==> src/rtl/pll_reset_sequencer_if.sv <==
// Control/status bundle between the PLL reset sequencer and its consumers.
// The sequencer attaches to the slave side. The master side drives the lock flag and the requests.
interface pll_reset_sequencer_if #(
  parameter int CNT_WIDTH = 8
);
  logic                 locked;
  logic                 soft_reset_req;
  logic                 clear_fault;
  logic                 sys_reset;
  logic                 ready;
  logic                 lock_fault;
  logic [CNT_WIDTH-1:0] lock_loss_count;

  modport master (
    output locked,
    output soft_reset_req,
    output clear_fault,
    input  sys_reset,
    input  ready,
    input  lock_fault,
    input  lock_loss_count
  );

  modport slave (
    input  locked,
    input  soft_reset_req,
    input  clear_fault,
    output sys_reset,
    output ready,
    output lock_fault,
    output lock_loss_count
  );
endinterface

==> src/rtl/pll_reset_sequencer.sv <==
// Generates the design-wide synchronous reset from the PLL lock flag.
// Reset is released only after lock has been stable for a programmable window, and loss-of-lock diagnostics are kept.
module pll_reset_sequencer #(
  parameter int SYNC_STAGES   = 2,
  parameter int STABLE_CYCLES = 1024,
  parameter int HOLD_CYCLES   = 16,
  parameter int CNT_WIDTH     = 8
) (
  input  logic                 clock,
  input  logic                 reset,
  pll_reset_sequencer_if.slave bus
);

  localparam int MAX_CYCLES = (HOLD_CYCLES > STABLE_CYCLES) ? HOLD_CYCLES : STABLE_CYCLES;
  localparam int CW         = (MAX_CYCLES > 1) ? $clog2(MAX_CYCLES) : 1;

  localparam logic [CW-1:0]        HOLD_LAST   = CW'(HOLD_CYCLES - 1);
  localparam logic [CW-1:0]        STABLE_LAST = CW'(STABLE_CYCLES - 1);
  localparam logic [CW-1:0]        TMR_ONE     = CW'(1);
  localparam logic [CNT_WIDTH-1:0] LOSS_ONE    = CNT_WIDTH'(1);
  localparam logic [CNT_WIDTH-1:0] LOSS_MAX    = {CNT_WIDTH{1'b1}};

  typedef enum logic [2:0] {
    ST_HOLD      = 3'd0,
    ST_WAIT_LOCK = 3'd1,
    ST_STABLE    = 3'd2,
    ST_RUN       = 3'd3,
    ST_LOST      = 3'd4
  } state_t;

  state_t                 state_r;
  state_t                 state_nx_s;
  logic [CW-1:0]          tmr_r;
  logic [CW-1:0]          tmr_nx_s;
  logic [SYNC_STAGES-1:0] sync_r;
  logic                   locked_s;
  logic                   lost_entry_s;
  logic                   sys_reset_r;
  logic                   ready_r;
  logic                   lock_fault_r;
  logic [CNT_WIDTH-1:0]   loss_cnt_r;

  function automatic logic [CNT_WIDTH-1:0] sat_inc(input logic [CNT_WIDTH-1:0] v);
    logic [CNT_WIDTH-1:0] r;
    if (v == LOSS_MAX) begin
      r = LOSS_MAX;
    end else begin
      r = v + LOSS_ONE;
    end
    return r;
  endfunction

  assign locked_s     = sync_r[SYNC_STAGES-1];
  assign lost_entry_s = (state_r == ST_RUN) && (state_nx_s == ST_LOST);

  // Synchronizer chain that brings the asynchronous lock flag into the clock domain
  always_ff @(posedge clock) begin
    if (reset) begin
      sync_r <= '0;
    end else begin
      sync_r <= {sync_r[SYNC_STAGES-2:0], bus.locked};
    end
  end

  // State and shared hold/stable timer registers
  always_ff @(posedge clock) begin
    if (reset) begin
      state_r <= ST_HOLD;
      tmr_r   <= '0;
    end else begin
      state_r <= state_nx_s;
      tmr_r   <= tmr_nx_s;
    end
  end

  // Next-state logic; the timer restarts from zero on every state change
  always_comb begin
    state_nx_s = state_r;
    tmr_nx_s   = tmr_r;
    case (state_r)
      ST_HOLD: begin
        if (bus.soft_reset_req) begin
          tmr_nx_s = '0;
        end else if (tmr_r == HOLD_LAST) begin
          state_nx_s = ST_WAIT_LOCK;
          tmr_nx_s   = '0;
        end else begin
          tmr_nx_s = tmr_r + TMR_ONE;
        end
      end
      ST_WAIT_LOCK: begin
        if (bus.soft_reset_req) begin
          state_nx_s = ST_HOLD;
          tmr_nx_s   = '0;
        end else if (locked_s) begin
          state_nx_s = ST_STABLE;
          tmr_nx_s   = '0;
        end else begin
          state_nx_s = ST_WAIT_LOCK;
          tmr_nx_s   = '0;
        end
      end
      ST_STABLE: begin
        if (bus.soft_reset_req) begin
          state_nx_s = ST_HOLD;
          tmr_nx_s   = '0;
        end else if (!locked_s) begin
          state_nx_s = ST_WAIT_LOCK;
          tmr_nx_s   = '0;
        end else if (tmr_r == STABLE_LAST) begin
          state_nx_s = ST_RUN;
          tmr_nx_s   = '0;
        end else begin
          tmr_nx_s = tmr_r + TMR_ONE;
        end
      end
      ST_RUN: begin
        // Lock loss outranks a simultaneous soft request so that it is always recorded
        if (!locked_s) begin
          state_nx_s = ST_LOST;
          tmr_nx_s   = '0;
        end else if (bus.soft_reset_req) begin
          state_nx_s = ST_HOLD;
          tmr_nx_s   = '0;
        end else begin
          state_nx_s = ST_RUN;
          tmr_nx_s   = '0;
        end
      end
      ST_LOST: begin
        state_nx_s = ST_HOLD;
        tmr_nx_s   = '0;
      end
      default: begin
        state_nx_s = ST_HOLD;
        tmr_nx_s   = '0;
      end
    endcase
  end

  // Outputs registered from the next state so they track the state register exactly
  always_ff @(posedge clock) begin
    if (reset) begin
      sys_reset_r <= 1'b1;
      ready_r     <= 1'b0;
    end else begin
      sys_reset_r <= (state_nx_s != ST_RUN);
      ready_r     <= (state_nx_s == ST_RUN);
    end
  end

  // Sticky fault flag and saturating loss counter; a loss in the clearing cycle still counts once
  always_ff @(posedge clock) begin
    if (reset) begin
      lock_fault_r <= 1'b0;
      loss_cnt_r   <= '0;
    end else if (lost_entry_s) begin
      lock_fault_r <= 1'b1;
      if (bus.clear_fault) begin
        loss_cnt_r <= LOSS_ONE;
      end else begin
        loss_cnt_r <= sat_inc(loss_cnt_r);
      end
    end else if (bus.clear_fault) begin
      lock_fault_r <= 1'b0;
      loss_cnt_r   <= '0;
    end else begin
      lock_fault_r <= lock_fault_r;
      loss_cnt_r   <= loss_cnt_r;
    end
  end

  assign bus.sys_reset       = sys_reset_r;
  assign bus.ready           = ready_r;
  assign bus.lock_fault      = lock_fault_r;
  assign bus.lock_loss_count = loss_cnt_r;

endmodule

==> src/flat_wrapper.sv <==
// flat-port wrapper written by rule: the top's interface ports become plain ports
module pll_reset_sequencer_flat 
#(
  parameter int SYNC_STAGES   = 2,
  parameter int STABLE_CYCLES = 1024,
  parameter int HOLD_CYCLES   = 16,
  parameter int CNT_WIDTH     = 8
)
  (clock, reset, bus_locked, bus_soft_reset_req, bus_clear_fault, bus_sys_reset, bus_ready, bus_lock_fault, bus_lock_loss_count);
  pll_reset_sequencer_if #(.CNT_WIDTH(CNT_WIDTH)) bus_i ();
  input  logic clock;
  input  logic reset;
  input wire logic [$bits(bus_i.locked)-1:0] bus_locked;
  input wire logic [$bits(bus_i.soft_reset_req)-1:0] bus_soft_reset_req;
  input wire logic [$bits(bus_i.clear_fault)-1:0] bus_clear_fault;
  output wire logic [$bits(bus_i.sys_reset)-1:0] bus_sys_reset;
  output wire logic [$bits(bus_i.ready)-1:0] bus_ready;
  output wire logic [$bits(bus_i.lock_fault)-1:0] bus_lock_fault;
  output wire logic [$bits(bus_i.lock_loss_count)-1:0] bus_lock_loss_count;
  assign bus_i.locked = bus_locked;
  assign bus_i.soft_reset_req = bus_soft_reset_req;
  assign bus_i.clear_fault = bus_clear_fault;
  assign bus_sys_reset = bus_i.sys_reset;
  assign bus_ready = bus_i.ready;
  assign bus_lock_fault = bus_i.lock_fault;
  assign bus_lock_loss_count = bus_i.lock_loss_count;
  pll_reset_sequencer #(.SYNC_STAGES(SYNC_STAGES), .STABLE_CYCLES(STABLE_CYCLES), .HOLD_CYCLES(HOLD_CYCLES), .CNT_WIDTH(CNT_WIDTH)) u_core (.clock(clock), .reset(reset), .bus(bus_i));
endmodule
==> config.mk <==
export PLATFORM = sky130hd
export DESIGN_NAME = pll_reset_sequencer_flat
export DESIGN_NICKNAME = d
export VERILOG_FILES = /design/src/rtl/pll_reset_sequencer_if.sv /design/src/rtl/pll_reset_sequencer.sv /design/src/flat_wrapper.sv
export SDC_FILE = /design/constraint.sdc
export NUM_CORES = 1
export LEC_CHECK = 0
export CAP_MARGIN = 20
export CORE_ASPECT_RATIO = 1.5
export CORE_MARGIN = 2
export CORE_UTILIZATION = 50
export DETAILED_ROUTE_END_ITERATION = 16
export HOLD_SLACK_MARGIN = 0.15
export PLACE_DENSITY = 0.69
export SLEW_MARGIN = 20
export SYNTH_ARGS = -nofsm -noshare
export SYNTH_HDL_FRONTEND = slang
export SYNTH_SLANG_ARGS = --single-unit
==> constraint.sdc <==
create_clock -name clock -period 2.4 [get_ports clock]
set_input_delay 0.72 -clock clock [delete_from_list [all_inputs] [get_ports clock]]
set_output_delay 0.72 -clock clock [all_outputs]
set_load 0.01 [all_outputs]
### Cell placement

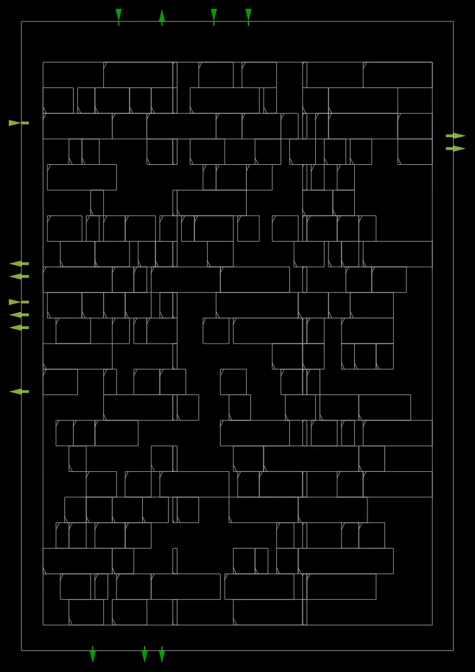
# rows: 22
Core Area: 2480 µm²
Post-Layout Cell Count: 177
Final Core Density: 61.8%

### Pin map

(8 px per µm) Pins as bars across the die edge, other pins in gray.
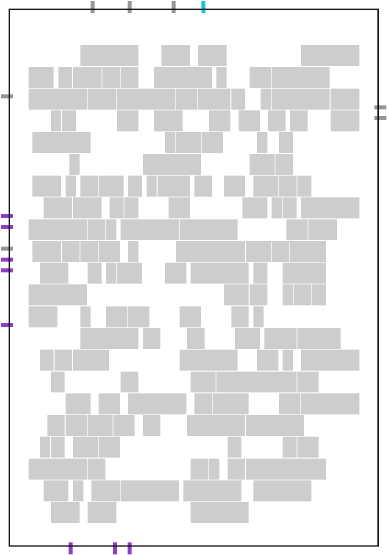
- bus_soft_reset_req: cyan (pins 1; direction input; edge top)
- bus_lock_loss_count: purple (pins 8; direction output; edge 5 left, 3 bottom)
- all pins by edge: 7 left, 4 top, 3 bottom, 2 right

==> flow_summary.json <==
{
  "max-vdd-ir-drop_uv": 217,
  "fin_crit_ns": 2.11,
  "r2r_cells": 3,
  "holdWs_ns": 0.461,
  "worstHoldEndpoint": "u_core.sync_r[1]",
  "cp_num_cells": 5,
  "seq_area_um2": 520,
  "synthesis.area_um2": 1320,
  "num-fill-cells": 217,
  "cts_max_path_buffers": 2,
  "firstDrtPassIters": 4,
  "yosys_register_bits": 26,
  "die_y_um": 66.9,
  "area_growth_pct": 16.0,
  "first_iter_violations": 7,
  "ctsResizeCount": 0,
  "insertion_delay_ns": 0.31,
  "setup_ws_ns": 0.286,
  "comb_area_share_pct": 47.8,
  "power_density_nw_per_um2": 425,
  "comb_area_um2": 731,
  "crit_end": "u_core.tmr_r[6]",
  "port_buffers": 15,
  "ff_count": 26,
  "synth_cell_type_count": 43,
  "largest_class": "multi-input combinational cells",
  "final_cell_mix": "26 x dfxtp_1, 15 x clkdlybuf4s50_1, 7 x nor4_1, 7 x nand2_1, 7 x inv_1",
  "leakage_nw": 0.474,
  "dpl.cell_count": 174,
  "cts_hold_buffers": 0,
  "clock-sinks": 26,
  "setup-tns-final_ns": 0,
  "edf_count": 0,
  "status": "finished, final reports clean",
  "grt_pass1_wl_um": 4660,
  "fmax_mhz": 473,
  "finalClockSkew_ns": 0.0101,
  "gr-total-overflow": 0,
  "path_cells": "clkdlybuf4s50_1 -> or3_4 -> a211o_1 -> buf_12 -> a2111oi_2"
}
[state kept, by name, indices dropped and copies added (netlist names)]
register,count
u_core.bus.lock_fault,1
u_core.bus.lock_loss_count,8
u_core.bus.ready,1
u_core.bus.sys_reset,1
u_core.state_r,3
u_core.sync_r,2
u_core.tmr_r,10
[cells by family (layout without fill, tap and decap cells)]
group,Yosys count,count (layout),synth area share (%)
AOI/OAI and AO/OA,34,34,21.9
and+or+nand+nor,58,58,29.6
xor gates and xnor gates,3,3,1.99
DFF,26,26,39.5
buffers and inverters,15,30,5.12
adders and majority gates,2,2,1.90
[report_power, final]
part | switching, W | internal, W | total, W
sequential | 0.00000258 | 0.000435 | 0.000437
combinational | 0.0000145 | 0.0000192 | 0.0000337
clock | 0.000120 | 0.0000585 | 0.000178
total | 0.000137 | 0.000513 | 0.000650
[cells in the mapped netlist (2+ instances only)]
library cell  number  area (µm²)
a2111oi_2          2        30.0
a2111oi_4          2        55.1
a211oi_1           3        22.5
a21oi_1            5        25.0
a311oi_1           3        26.3
a31oi_1            5        31.3
a41oi_1            2        17.5
and3_1             3        18.8
and4_1             3        26.3
buf_2              3        15.0
clkbuf_1           3        11.3
dfxtp_1           26         521
ha_1               2        25.0
inv_1              7        26.3
nand2_1            7        26.3
nand3_1            3        15.0
nand3b_1           3        22.5
nand4_1            2        12.5
nor2_1             5        18.8
nor2b_1            4        25.0
nor3_1             4        20.0
nor4_1             7        43.8
o21ai_0            5        25.0
o31ai_1            4        30.0
or3_1              3        18.8
or4_1              4        30.0
xnor2_1            2        17.5
[per-layer routing]
layer,wire (µm),global-route usage [%],up-vias
met1,1170,24.2,523
li1,-,-,573
met4,25,6.43,0
met5,0,0,-
met2,1430,35.9,17
met3,54,2.44,4
